<file path="config.mk">
export PLATFORM = sky130hd
export DESIGN_NAME = seg_scan_driver
export DESIGN_NICKNAME = d
export VERILOG_FILES = /design/src/rtl/seg_scan_driver.sv
export SDC_FILE = /design/constraint.sdc
export NUM_CORES = 1
export LEC_CHECK = 0
export CORE_ASPECT_RATIO = 0.6
export CORE_MARGIN = 2
export CORE_UTILIZATION = 50
export CTS_CLUSTER_DIAMETER = 120
export CTS_CLUSTER_SIZE = 12
export DETAILED_ROUTE_END_ITERATION = 8
export DONT_BUFFER_PORTS = 1
export MAX_ROUTING_LAYER = met4
export PLACE_DENSITY = 0.61
export REMOVE_ABC_BUFFERS = 1
export SETUP_SLACK_MARGIN = 0.05
export SLEW_MARGIN = 0
export SYNTH_ARGS = -nofsm -noshare
export SYNTH_HDL_FRONTEND = slang
export SYNTH_SLANG_ARGS = --single-unit
</file>
<file path="constraint.sdc">
create_clock -name CLK -period 2.55 [get_ports CLK]
set_input_delay 0.255 -clock CLK [delete_from_list [all_inputs] [get_ports CLK]]
set_output_delay 0.255 -clock CLK [all_outputs]
set_load 0.02 [all_outputs]
</file>
<file path="src/rtl/seg_scan_driver.sv">
// seg_scan_driver: time-multiplexed, double-buffered hex display scan controller
module seg_scan_driver #(
    parameter int NUM_DIGITS  = 4,
    parameter int REFRESH_DIV = 50000
) (
    input  logic                    CLK,
    input  logic                    Reset,
    input  logic [4*NUM_DIGITS-1:0] Data_in,
    input  logic                    Load,
    input  logic                    Blank_en,
    output logic [3:0]              Digit_out,
    output logic [NUM_DIGITS-1:0]   Anode,
    output logic                    Frame_done
);
    localparam int DW = $clog2(REFRESH_DIV);
    localparam int IW = NUM_DIGITS > 1 ? $clog2(NUM_DIGITS) : 1;
    localparam logic [DW-1:0] DIV_LAST = DW'(REFRESH_DIV - 1);
    localparam logic [IW-1:0] IDX_LAST = IW'(NUM_DIGITS - 1);

    logic [DW-1:0]             div_cnt;
    logic [IW-1:0]             idx;
    logic [4*NUM_DIGITS-1:0]   disp_reg, pend_reg;
    logic                      pend_vld;
    logic                      tick, fb;
    logic [3:0]                cur_nib;
    logic [NUM_DIGITS-1:0]     cur_anode;
    logic                      cur_blank;

    assign tick = div_cnt == DIV_LAST;
    assign fb   = tick && idx == IDX_LAST;

    // select the active nibble, its anode pattern and whether it is a leading zero
    always_comb begin
        cur_nib   = '0;
        cur_anode = '1;
        cur_blank = 1'b0;
        for (int i = 0; i < NUM_DIGITS; i++)
            if (idx == IW'(i)) begin
                cur_nib      = disp_reg[4*i +: 4];
                cur_anode[i] = 1'b0;
                cur_blank    = Blank_en && i > 0 && (disp_reg >> (4*i)) == '0;
            end
    end

    // slot divider and digit index
    always_ff @(posedge CLK or posedge Reset)
        if (Reset) begin
            div_cnt <= '0;
            idx     <= '0;
        end else begin
            div_cnt <= tick ? '0 : div_cnt + 1'b1;
            idx     <= tick ? (idx == IDX_LAST ? '0 : idx + 1'b1) : idx;
        end

    // pending/display buffers; a load coinciding with the frame boundary goes straight to display
    always_ff @(posedge CLK or posedge Reset)
        if (Reset) begin
            disp_reg <= '0;
            pend_reg <= '0;
            pend_vld <= 1'b0;
        end else if (Load) begin
            pend_reg <= Data_in;
            pend_vld <= !fb;
            if (fb) disp_reg <= Data_in;
        end else if (fb && pend_vld) begin
            disp_reg <= pend_reg;
            pend_vld <= 1'b0;
        end

    // registered display outputs
    always_ff @(posedge CLK or posedge Reset)
        if (Reset) begin
            Digit_out  <= '0;
            Anode      <= '1;
            Frame_done <= 1'b0;
        end else begin
            Digit_out  <= cur_nib;
            Anode      <= cur_blank ? '1 : cur_anode;
            Frame_done <= fb;
        end
endmodule

</file>
==> results.yml, run 1 <==
# synthesis and place-and-route metrics
detailed_routing:
  wl_met1_mm: 2.359
  drt_pre_antenna_iters: 4
run:
  drv_cap: 0
pwr:
  p_comb_frac: 0.031
worst_setup_path:
  criticalPathCategory: "reg2reg"
  crit_path_end_kind: "register"
synth:
  ys_chip_area_sq_mm: 0.002542
  ys_cells: 197
  synth-seq-cells: 60
  logic_family: "multiplexers"
global_route:
  grt_pass1_vias: 1586
run_status:
  status: "completed"
sta:
  layout_min_cycle_time_ns: 2.140
  whs_ns: 0.003261
  fmax_mhz: 467.3
  setup_viol: 0
die:
  die_h_microns: 59.24
layout:
  flop_area_sq_mm: 0.001506
  comb_cells: 127
  layout.cells.most_common: "dfrtp_1"
clocking:
  clk_pin_slew_worst_paths_ns: 0.06
[run 1: through the flow]
| stage | setup slack [ns] | total power (uW) | cells |
|---|---|---|---|
| global route | 0.3291 | 1908 | 275 |
| floorplan | 0.02065 | 1044 | 190 |
| CTS | 0.4083 | 1854 | 275 |
| global placement | 0.4655 | 1055 | 259 |
| detailed placement | 0.4228 | 1058 | 259 |
| finish | 0.4098 | 1826 | 275 |
[run 1: power by group through the flow]
stage	Combinational [uW]	Sequential, uW	Clock (uW)
2_1_floorplan	45.6	998	0
3_3_place_gp	55.8	1000	0
3_5_place_dp	58.1	1000	0
4_1_cts	58.6	983	812
5_1_grt	63.4	984	860
6_report	56.0	983	787
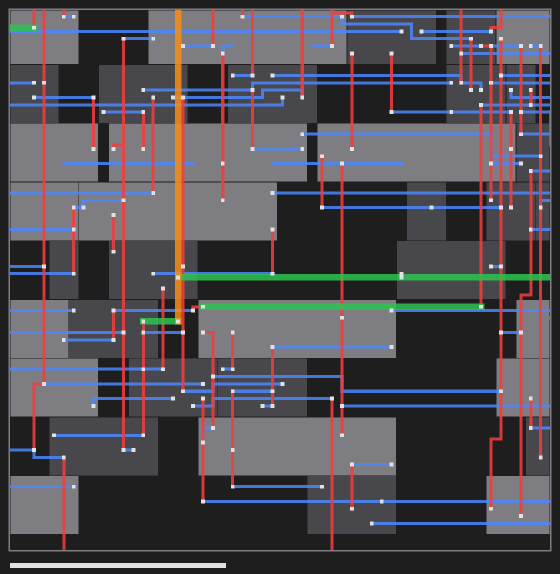
**Above:** run 1 (close-up of the layout).
Bar = 10 microns. Window x 12 to 37, y 2 to 27 microns. Cells in gray, sequential cells in the stronger gray; small squares are vias.
legend:
  green:
    layer: metal 3
  blue:
    layer: metal 1
  orange:
    layer: metal 4
  red:
    layer: metal 2
cells with their middle in the window: 24
netlist names of flops here include: disp_reg (5), pend_reg (1)
sequential cells in the window: 6
most frequent: mux2_1 (6), dfrtp_1 (6)

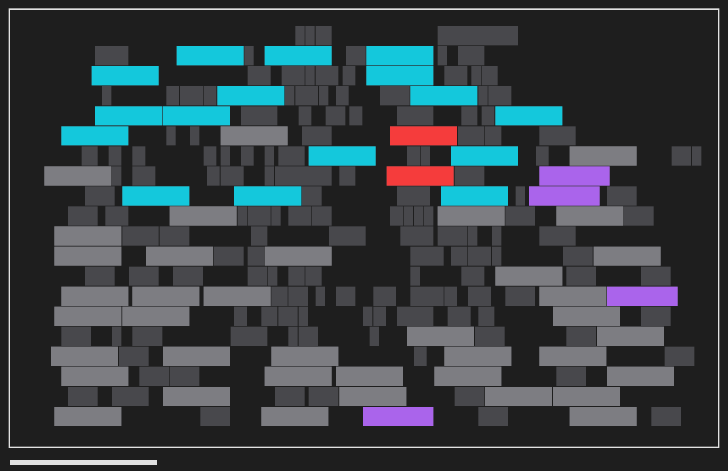
**Above:** run 1 (sequential cells colored by netlist name).
Bar = 20 microns. Other sequential cells in the stronger gray, the rest of the logic in the fainter gray.
legend:
  cyan:
    netlist_name: div_cnt
    placed_flops: 16
  red:
    netlist_name: idx
    placed_flops: 2
  purple:
    netlist_name: Anode
    placed_flops: 4
not colored: 38
P_seq: 983 uW
sequential share of cell area: 0.5402

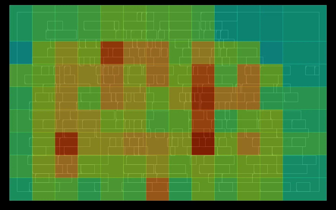
**Above:** run 1 (congestion heat map).
GRT met1 Usage: 0.2602
total track usage: 0.1940
gr busiest metal: met2
met3 Use GR: 0.07761

--- run 2 (diff from run 1) ---
clock period = 2.1 ns   (was 2.55 ns; I/O delays follow)
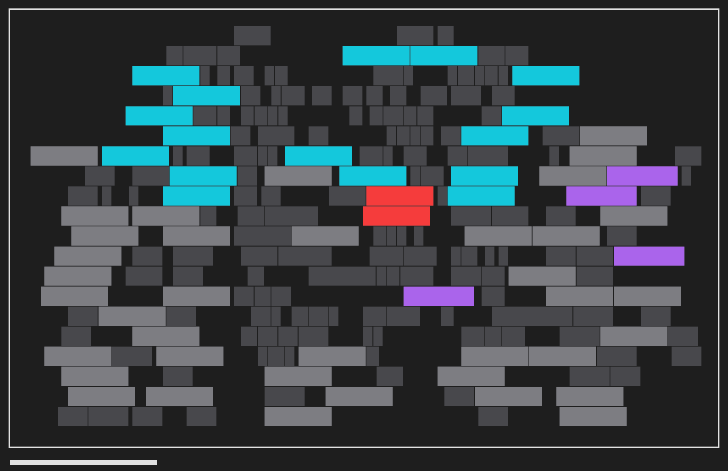
**Above:** run 2 (sequential cells colored by netlist name).
Bar = 20 microns. Other sequential cells in the stronger gray, the rest of the logic in the fainter gray.
legend:
  purple:
    netlist_name: Anode
    placed_flops: 4
    where: east
  red:
    netlist_name: idx
    placed_flops: 2
  cyan:
    netlist_name: div_cnt
    placed_flops: 16
sequential share of cell area: 0.5072
register area: 0.001506 sq mm

==> run 2 against run 1 <==
  * Fmax grew 4.2%
  * Die area is the same
  * Utilization grew 3.6 points
  * Total power grew 24%
  * Flip-flop count is the same
  * First-iteration DRC count grew 50%
  * Sequential share of layout area shrank 3.3 points
  * Sequential power grew 22%
  * Routed wire length grew 6.3%
==> results.yml, run 2 <==
# synthesis and place-and-route metrics
detailed_routing:
  viasPerCell: 5.407
  drt_pre_antenna_iters: 4
  maxUsedRoutingLayer: "met4"
  wl_met1_mm: 2.513
synth:
  top_cells_by_area: "dfrtp_1 55%, mux2_2 8.4%, mux2_1 6.2%, dfstp_2 4.1%, nand2_1 2.7%"
  logic_family: "multiplexers"
  synth-seq-cells: 60
  ys_cells: 197
pwr:
  p_comb_frac: 0.033
  pg_clk_uw: 1000
  seq_power_uw: 1200
  p_comb_uw: 76.0
  ir_worst_vdd_mv: 0.4174
  top_power_group: "sequential cells"
global_route:
  grt_pass1_vias: 1537
  grt_util_all_layers: 0.2002
clocking:
  clkLatencyLatePin_ns: 0.33
  clk_pin_slew_worst_paths_ns: 0.07
sta:
  fmax_mhz: 487.1
  tightest_slew_ns: 0.5731
  whs_ns: 0.04255
  layout_min_cycle_time_ns: 2.053
  setup_viol: 0
  worst_slack_ns: 0.04698
run:
  drv_cap: 0
layout:
  layout.cells.most_common: "dfrtp_1"
  final_cell_count_no_fill: 285
worst_setup_path:
  criticalPathCategory: "reg2reg"
  cp_top_family: "simple AND/OR/NAND/NOR gates"
  crit_path_end_kind: "register"
place:
  place_congestion: 0.8450
  dpl_worst_slack_ns: 0.03323
  place_inst: 267
run_status:
  status: "completed"
die:
  die_h_microns: 59.24
## run 2: cell counts after synthesis
Identical to the previous run, type by type.
## run 2: per-layer routing
layer | GRT usage | up-vias
li1 | - | 731
met1 | 0.2795 | 762
met2 | 0.2708 | 40
met3 | 0.06870 | 8
met4 | 0.07347 | 0
met5 | - | -
## run 2: cell type report
| type | instances | area (sq um) |
|---|---|---|
| flip-flops and latches | 60 | 1506 |
| clock buffers | 11 | 141.4 |
| well taps | 66 | 82.58 |
| multi-input cells | 127 | 1026 |
| clock inverters | 4 | 50.05 |
| fillers | 378 | 2009 |
| inverters | 3 | 11.26 |
| repair buffers | 14 | 152.6 |
--- run 3 (diff from run 2) ---
CAP_MARGIN = 20   (was not set)
SKIP_LAST_GASP = 1   (was not set)
==> run 3 against run 2 <==
  * Total power about the same
  * Sequential power about the same
  * Flip-flop count unchanged
  * Largest cell class unchanged
  * Synthesized cell count unchanged
  * Cell count unchanged
==> results.yml, run 3 <==
# synthesis and place-and-route metrics
synth:
  ys_chip_area_sq_mm: 0.002542
  synth-seq-cells: 60
sta:
  fmax_mhz: 486.8
  whs_ns: 0.04148
detailed_routing:
  drt_pre_antenna_iters: 4
  viasPerCell: 5.375
global_route:
  grt_pass1_vias: 1537
  grt_use_met2: 0.2708
  grt_use_met3: 0.06870
  grt_util_all_layers: 0.2002
  top_usage_layer: "met1"
  grtUsageMet1: 0.2795
clocking:
  clk_pin_slew_worst_paths_ns: 0.07
  clkLatencyLatePin_ns: 0.33
place:
  dpl_worst_slack_ns: 0.03323
  place_inst: 267
pwr:
  p_total_uw: 2274
  ir_worst_vdd_mv: 0.4164
  p_comb_frac: 0.033
  seq_power_uw: 1200
run:
  drv_cap: 0
run_status:
  status: "completed"
layout:
  final_cell_count_no_fill: 285
worst_setup_path:
  cp_top_family: "simple AND/OR/NAND/NOR gates"
  crit_path_end_kind: "register"
  criticalPathCategory: "reg2reg"
==> run 3: cell counts in the layout (fill, tap and decap cells not counted) <==
No cell type changed its count.
==> run 3: layout make-up <==
type | instances | area [sq um]
fill | 379 | 2032
sequential | 60 | 1506
multi-input combinational | 127 | 1003
timing repair buffer | 14 | 152.6
clock buffer | 11 | 141.4
tap | 66 | 82.58
clock inverter | 4 | 50.05
inverter | 3 | 11.26
==> run 3: logic make-up after synthesis <==
| family | after synthesis | synth area share |
|---|---|---|
| flops | 60 | 0.5925 |
| buf+inv | 10 | 0.02067 |
| compound gates | 14 | 0.03986 |
| fa+ha+maj | 5 | 0.02461 |
| simple gates | 63 | 0.1339 |
| mux | 35 | 0.1540 |
| xor+xnor | 10 | 0.03445 |
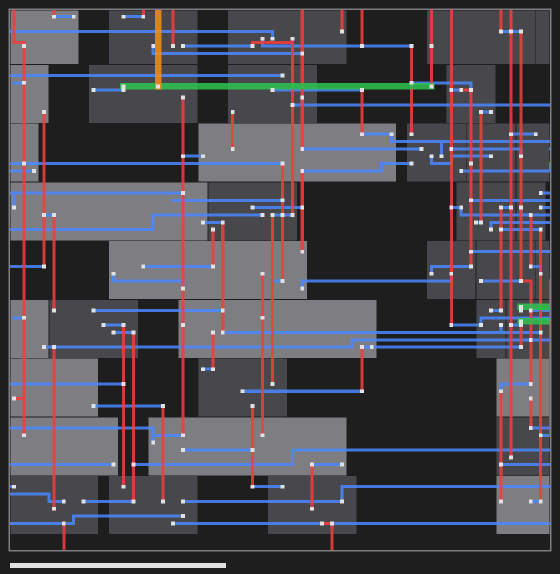
**Above:** run 3 (close-up of the layout).
Bar = 10 microns. Window x 12 to 37, y 2 to 27 microns. Cells in gray, sequential cells in the stronger gray; small squares are vias.
legend:
  green:
    layer: metal 3
  orange:
    layer: metal 4
  red:
    layer: metal 2
  blue:
    layer: metal 1
sequential cells in the window: 6
cells with their middle in the window: 28
most frequent: dfrtp_1 (6), mux2_1 (5), mux2_2 (4)
netlist names of flops here include: disp_reg (4), pend_reg (2)

Power is estimated from default activity; no workload was simulated.
